### The metal 3 layer, run 1

Scale bar: 20 um.
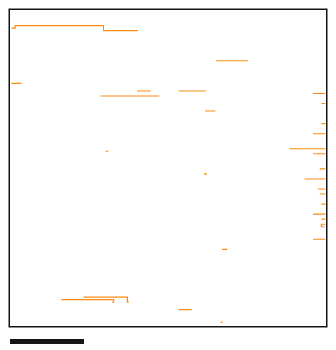
### Met2 routing, run 1

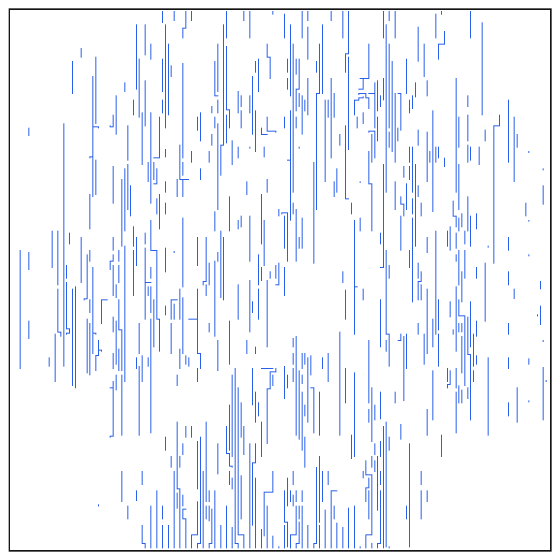
### Clock routing, run 1

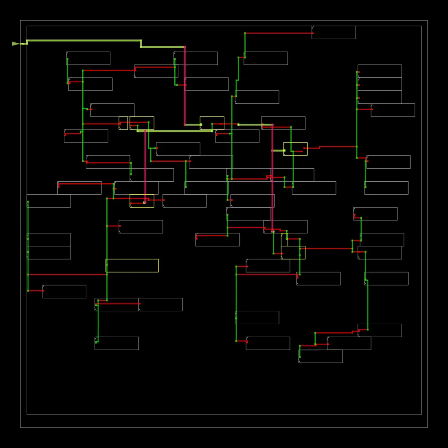
==> src/rtl/cpu_seq_ctrl.sv <==
// cpu_seq_ctrl: multicycle FETCH/EXEC1/EXEC2 sequencer for the MIPS core,
// issuing Avalon-style memory requests with waitrequest stalls, a bus
// timeout watchdog, and a halt when the PC reaches HALT_ADDR.
//
// Ports:
//   clk, reset             clock; asynchronous active-high reset
//   pc_value[31:0]         current PC (halt check in FETCH)
//   is_load, is_store      decoded memory access type (load wins if both)
//   waitrequest            memory stall, holds the current request
//   active                 core in FETCH, EXEC1 or EXEC2
//   fetch                  one-cycle PC advance strobe (EXEC2)
//   ir_load                capture readdata into the instruction register
//   mem_read, mem_write    memory requests
//   state[2:0]             IDLE=0 FETCH=1 EXEC1=2 EXEC2=3 HALTED=4
//   err                    sticky bus-timeout flag
//   instr_count[31:0]      retired-instruction counter
module cpu_seq_ctrl #(
    parameter logic [31:0] HALT_ADDR = 32'h0000_0000,
    parameter int unsigned MAX_WAIT  = 16
) (
    input  logic        clk,
    input  logic        reset,
    input  logic [31:0] pc_value,
    input  logic        is_load,
    input  logic        is_store,
    input  logic        waitrequest,
    output logic        active,
    output logic        fetch,
    output logic        ir_load,
    output logic        mem_read,
    output logic        mem_write,
    output logic [2:0]  state,
    output logic        err,
    output logic [31:0] instr_count
);

    typedef enum logic [2:0] {
        S_IDLE   = 3'd0,
        S_FETCH  = 3'd1,
        S_EXEC1  = 3'd2,
        S_EXEC2  = 3'd3,
        S_HALTED = 3'd4
    } state_t;

    // The timeout fires on the stalled cycle that would make the count
    // reach MAX_WAIT, i.e. when the current count equals MAX_WAIT-1.
    localparam bit          LP_WD_EN = (MAX_WAIT != 0);
    localparam logic [15:0] LP_LAST  = LP_WD_EN ? 16'(MAX_WAIT - 1) : 16'd0;

    state_t      r_state;
    state_t      w_next;
    logic [15:0] r_wait_cnt;
    logic        r_err;
    logic [31:0] r_instr_count;

    logic        w_halt;
    logic        w_rd;
    logic        w_wr;
    logic        w_req;
    logic        w_stall;
    logic        w_timeout;
    logic        w_ir_load;
    logic        w_fetch;

    assign w_halt = (pc_value == HALT_ADDR);

    // Request decode: depends on state and decoded inputs only.
    always_comb begin
        w_rd = 1'b0;
        w_wr = 1'b0;
        unique case (r_state)
            S_FETCH: begin
                if (!w_halt) w_rd = 1'b1;
            end
            S_EXEC1: begin
                if (is_load)       w_rd = 1'b1;
                else if (is_store) w_wr = 1'b1;
            end
            default: ;
        endcase
    end

    assign w_req     = w_rd | w_wr;
    assign w_stall   = w_req & waitrequest;
    assign w_timeout = LP_WD_EN && w_stall && (r_wait_cnt == LP_LAST);

    always_comb begin
        w_next    = r_state;
        w_ir_load = 1'b0;
        w_fetch   = 1'b0;
        unique case (r_state)
            S_IDLE: begin
                w_next = S_FETCH;
            end
            S_FETCH: begin
                if (w_halt) begin
                    w_next = S_HALTED;
                end else if (waitrequest) begin
                    if (w_timeout) w_next = S_HALTED;
                end else begin
                    w_ir_load = 1'b1;
                    w_next    = S_EXEC1;
                end
            end
            S_EXEC1: begin
                if (w_stall) begin
                    if (w_timeout) w_next = S_HALTED;
                end else begin
                    w_next = S_EXEC2;
                end
            end
            S_EXEC2: begin
                w_fetch = 1'b1;
                w_next  = S_FETCH;
            end
            S_HALTED: begin
                w_next = S_HALTED;
            end
            default: begin
                w_next = S_IDLE;
            end
        endcase
    end

    always_ff @(posedge clk or posedge reset) begin
        if (reset) begin
            r_state       <= S_IDLE;
            r_wait_cnt    <= 16'd0;
            r_err         <= 1'b0;
            r_instr_count <= 32'd0;
        end else begin
            r_state    <= w_next;
            r_wait_cnt <= w_stall ? (r_wait_cnt + 16'd1) : 16'd0;
            if (w_timeout) r_err <= 1'b1;
            if (w_fetch)   r_instr_count <= r_instr_count + 32'd1;
        end
    end

    assign mem_read    = w_rd;
    assign mem_write   = w_wr;
    assign ir_load     = w_ir_load;
    assign fetch       = w_fetch;
    assign state       = r_state;
    assign err         = r_err;
    assign instr_count = r_instr_count;
    assign active      = (r_state == S_FETCH) ||
                         (r_state == S_EXEC1) ||
                         (r_state == S_EXEC2);

endmodule
==> config.mk <==
export PLATFORM = sky130hd
export DESIGN_NAME = cpu_seq_ctrl
export DESIGN_NICKNAME = d
export VERILOG_FILES = /design/src/rtl/cpu_seq_ctrl.sv
export SDC_FILE = /design/constraint.sdc
export NUM_CORES = 1
export LEC_CHECK = 0
export ABC_AREA = 1
export CORE_MARGIN = 1
export CORE_UTILIZATION = 40
export DETAILED_ROUTE_END_ITERATION = 16
export GPL_TIMING_DRIVEN = 0
export PLACE_DENSITY = 0.68
export SYNTH_ARGS = -nofsm -noshare
export SYNTH_HDL_FRONTEND = slang
export SYNTH_SLANG_ARGS = --single-unit
==> constraint.sdc <==
create_clock -name clk -period 3.4 [get_ports clk]
set_clock_uncertainty 0.05 [all_clocks]
set_input_delay 0.34 -clock clk [delete_from_list [all_inputs] [get_ports clk]]
set_output_delay 0.34 -clock clk [all_outputs]
set_load 0.1 [all_outputs]
==> summary.txt, run 1 <==
Results of the flow run.

approximately 78 I/O pins were placed. In the post-synthesis netlist, the biggest area contributors are sky130_fd_sc_hd__dfrtp_1 47%, sky130_fd_sc_hd__nand2_1 8.5%, sky130_fd_sc_hd__nor2_1 7.8%. Counting the warning lines in the Yosys log gives 0. The transition at the pin with the smallest max-transition slack stands at roughly 1.0 ns.

The flow ran to the end, and the final reports show no timing, DRC or antenna violations. Detailed placement finished with a half-perimeter wire length of between 4000 and 5000 um. For this run, the final setup violation count is recorded as 0.

The horizontal die dimension reported for this design is around 85 um. The number of nets handed over by synthesis was 377. The number of max-cap violations stands at 0.

The top cell type by area accounts for 46.7% of the synthesized area. STA classifies the critical path endpoint as a primary output. The stat command in Yosys gives a chip area of between 2000 and 3000 um2. The number of OpenROAD warnings stands at 26.

The number of pins exceeding their max-slew limit in the final report stands at 0. The wire length of the first global-routing pass stands at 10300 um. After layout, the worst setup slack is ~0.37 ns. The wire length per cell stands at roughly 12 um. The number of global-route vias before repair was around 2400. The first-pass iteration count of the detailed router stands at 4. The clock power share stands at 38.2%. The critical path required time stands at roughly 3.0 ns. The report shows a maximum critical-path fanout of 7.

Adding up every negative setup slack in the final design gives 0 ns. OpenSTA, run right after detailed placement, puts the worst setup slack at 0.560 ns. The initial antenna violation count was 0. Synthesis instantiated 29 different standard cells from the library. Setup repair after global routing left no endpoint under its margin. The shortest period the worst path allows stands at around 3.0 ns.

The cell sitting at the root of the clock tree is a sky130_fd_sc_hd__clkbuf_8. The share of flip-flops with an asynchronous set or reset stands at 100%. The number of flip-flops and latches in the synthesized netlist stands at about 52. CTS built an H-tree with a depth of 2.

The core area stands at 6760 um2. In this run the full chip footprint comes out at 7310 um2. Per the synth stats, the flop cell with the highest instance count is sky130_fd_sc_hd__dfrtp_1. The synthesized design spends more area on one cell type than any other, namely sky130_fd_sc_hd__dfrtp_1. By startpoint and endpoint, the worst setup path is classified as reg -> out. Per the post-synthesis report, the number of cells in the design is around 340. Cells with a size suffix above 1 make up 8.49% of the layout.
Back to the opening pictures, 'The metal 3 layer':
- nets with wire on the layer: 23
- share of all routed wire: 2.5%
- wire length on this layer: 148 um
- main direction: horizontal

Back to the opening pictures, 'Met2 routing':
- wire length on this layer: 2860 um
- main direction: vertical
- share of all routed wire: 49%
- nets with wire on the layer: 383
final wirelength: 5860 um
DR vias: 2393
met2 Use GR: 29.9%

Back to the opening pictures, 'Clock routing':
clock network power: 420 uW
later-pin clock latency in the skew report: 0.30 ns
number of clock sinks seen by CTS: 52

==> run 1: logic make-up (layout without fill, tap and decap cells) <==
group	Yosys count	count (layout)	synth area share, %
xor+xnor	30	30	9.69
fa+ha+maj	2	2	0.898
compound gates	18	18	3.23
simple gates	188	188	32.9
buf+inv	48	134	6.60
flops	52	52	46.7
==> run 1: critical path, cell delays in order (launching register included) <==
cell                              delay [ns]
sky130_fd_sc_hd__dfrtp_1                0.46
sky130_fd_sc_hd__nor3_1                 0.36
sky130_fd_sc_hd__o21ai_1                0.22
sky130_fd_sc_hd__nor2_1                 0.15
sky130_fd_sc_hd__clkdlybuf4s50_1        1.14
==> run 1: area by class of cell <==
class,instances,area (um2),share of cell area [%]
Multi-Input combinational cell,238,1300,34.4
Sequential cell,52,1300,34.4
Timing Repair Buffer,78,791,20.9
Inverter,48,184,4.86
Tap cell,80,100,2.64
Clock buffer,6,72.6,1.92
Clock inverter,2,35.0,0.925
==> run 1: power by group through the flow <==
stage / logic, uW / clock network (uW) / registers (uW)
6_report: 62.6 / 420 / 618
5_1_grt: 70.5 / 456 / 618
4_1_cts: 64.5 / 434 / 618
3_5_place_dp: 64.2 / 0 / 630
3_3_place_gp: 60.3 / 0 / 630
2_1_floorplan: 14.6 / 0 / 630
==> run 1: state kept, by name, summed over array words and instances (netlist names) <==
name,flops
r_wait_cnt,16
err,1
instr_count,32
state,3
==> run 1: per-layer routing <==
layer	global-route usage, %	part of all wire [%]	vias up
met5	0	0	-
li1	-	-	1239
met3	3.70	2.5	9
met1	22.5	48	1112
met4	5.45	1.2	0
met2	29.9	49	33
==> run 1: per-stage QoR <==
step                cell area [um2]  instances
finish                         3790        504
global route                   3790        504
CTS                            3790        504
detailed placement             3680        496
global placement               3660        495
floorplan                      2790        338
==> run 1: final timing paths <==
path	startpoint	slack (ns)	end
max in group asynchronous	reset	2.40	r_wait_cnt[1]
min in group clk	instr_count[31]	0.43	instr_count[31]
setup / recovery	state[2]	0.37	ir_load
hold reg to reg	instr_count[31]	0.43	instr_count[31]
hold / removal	reset	0.36	instr_count[20]
setup reg to reg	instr_count[0]	1.46	instr_count[30]
## Run 2: what changed since run 1
Settings changed: DONT_BUFFER_PORTS from default to 1, PLACE_DENSITY 0.68 to 0.53, RECOVER_POWER from default to 50.
### Clock routing, run 2

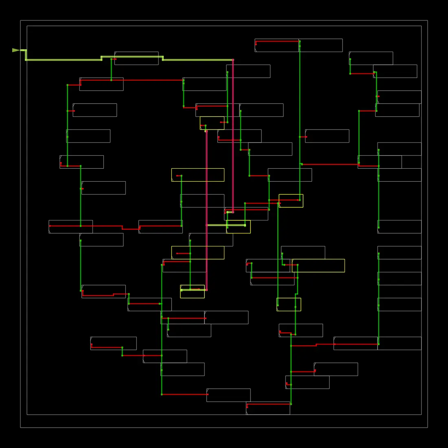
number of sequential cells: 52
clock buffer count: 5
TritonCTS buffer count: 5
clock network power: 577 uW

==> run 2 against run 1 <==
The flow now finishes with violations (capacitance limit, slew limit). Critical path depth stayed put. Utilization is 10 points lower. Synthesized cell count stayed put. Via count is 9.9% lower. Largest power group unchanged.
==> summary.txt, run 2 <==
Results of the flow run.

The share of flip-flops with an asynchronous set or reset stands at 100% (unchanged). The clock power share came to 47.5% (was 38.2%). The final reports fail on capacitance limit, slew limit. The highest-delay cell along the critical path is sky130_fd_sc_hd__dfrtp_1 (was sky130_fd_sc_hd__clkdlybuf4s50_1).

The final setup TNS stands at 0 ns (unchanged). The synthesis warning total stands at 0 (unchanged). The first-pass iteration count of the detailed router is 4 (unchanged).

The delay of the slowest critical-path stage stands at 1.05 ns (was 1.14 ns). The initial antenna violation count stands at 0 (unchanged). The layout cell share with drive strength beyond 1 stands at 10.9% (was 8.49%). The die outline area came to 7310 um2 (unchanged).

The combinational gate area stands at 1310 um2 (was 1300 um2). The distinct cell type count after synthesis is 29 (unchanged). The flip-flop count of the largest register, all copies and words added stands at 32 (unchanged). The overall routed net length came to 5480 um (was 5860 um). The number of pins exceeding their max-slew limit in the final report came to 35 (was 0). The insertion delay to the later sink of the worst-skew pair stands at 0.31 ns (was 0.30 ns). Status: finished with violations (was completed). The top-area cell type share of the netlist area came to 46.7% (unchanged). The sequential standard cell area was 1300 um2 (about the same). The sum of net half-perimeters after detailed placement came to 4220 um (was 4690 um).

The total cell area reported by yosys after synthesis stands at 2790 um2 (unchanged). Cell area leaders: sky130_fd_sc_hd__dfrtp_1 47%, sky130_fd_sc_hd__nand2_1 8.5%, sky130_fd_sc_hd__nor2_1 7.8% (unchanged). The number of global-route vias before repair stands at 2167 (was 2398).

The count of buffering cells on the critical path with inverters included is 0 (was 1). The number of max-cap violations was 1 (was 0). The cell that appears most often on the critical path is sky130_fd_sc_hd__nand2_1. The core area stands at 6760 um2 (unchanged). The count of placed standard cells in the final layout, fillers left out is 428 (was 504).

The wire length per cell stands at 12.8 um (was 11.6 um). The post-synthesis net count stands at 377 (unchanged). The critical path class was reg -> out (unchanged). The number of placed I/O pins is 78 (unchanged).

The top fanout value on the critical path was 6 (was 7). The die outline width came to 85.5 um (unchanged). RSZ-0062 raised after global routing: false (unchanged). The shortest period the worst path allows came to 3.00 ns (was 3.03 ns).

The top flip-flop cell by instance count after synthesis was sky130_fd_sc_hd__dfrtp_1 (unchanged). The wire length of the first global-routing pass stands at 9830 um (was 10300 um). The total number of clock tree sinks stands at 52 (unchanged).
## run 2: cell counts after synthesis
No cell type changed its count.
## run 2: final cells by class
cell class / instances / area share [%]
clock inverter: 3 / 2.92
timing repair buffer: 2 / 0.731
clock buffer: 5 / 2.23
inverter: 48 / 5.97
multi-input combinational: 238 / 42.6
sequential: 52 / 42.3
tap: 80 / 3.25
## run 2: worst reg2reg max path: cells and delay by family (launching register included)
kind          cells  cell delay [ns]
xor+xnor          1             0.14
buf+inv           1             0.40
flops             1             1.05
simple gates      6             1.00
## run 2: through the flow
step | utilization (%) | setup WS [ns] | cell area, um2 | hold WS (ns) | power, uW
after global placement | 42.7 | 0.0117 | 2890 | 0.407 | 649
after CTS | 45.6 | 0.0798 | 3080 | 0.0798 | 1240
after detailed placement | 43.1 | 0.416 | 2910 | 0.190 | 652
after global routing | 45.6 | 0.136 | 3080 | 0.0966 | 1260
after floorplan | - | 0.166 | 2790 | 0.383 | 645
final | 45.6 | 0.398 | 3080 | 0.0908 | 1210
## run 2: power groups by stage
stage                     clock [uW]  combinational [uW]  sequential, uW
final                            577                19.7             618
after global routing             615                23.9             618
after global placement             0                18.8             630
after floorplan                    0                14.6             630
after detailed placement           0                21.9             630
after CTS                        596                22.9             618
## run 2: metal layers
layer	track usage [%]	vias to the layer above	routed length, um
li1	-	1085	-
met1	20.1	1004	2480
met2	29.0	63	2690
met3	4.57	5	253
met4	5.00	0	65
met5	0	-	0
## run 2: cells by family (layout without fill, tap and decap cells)
| group | Yosys count | after routing | synth area share [%] |
|---|---|---|---|
| and+or+nand+nor | 188 | 188 | 32.9 |
| DFF | 52 | 52 | 46.7 |
| buffers and inverters | 48 | 58 | 6.60 |
| xor gates and xnor gates | 30 | 30 | 9.69 |
| AOI/OAI and AO/OA | 18 | 18 | 3.23 |
| adders and majority gates | 2 | 2 | 0.898 |
## run 2: worst paths after layout
kind,end,slack [ns],from,cells after the start
worst max-delay path,mem_read,0.40,state[1],4
max in group asynchronous,state[0],0.67,reset,3
worst max register to register,instr_count[27],0.65,state[1],8
worst min-delay path,state[1],0.09,waitrequest,1
min in group asynchronous,instr_count[28],0.51,reset,2
worst min register to register,r_wait_cnt[0],0.43,r_wait_cnt[0],1
## run 2: what timing repair did
action / in CTS / in global routing
endpoints found under the setup margin: 0 / 1
hold buffers: 1 / 0
endpoints found under the hold margin: 18 / 0
gates resized: 0 / 2
buffers inserted: 0 / 0
No activity file was given, so power comes from the tool's default toggle rates.
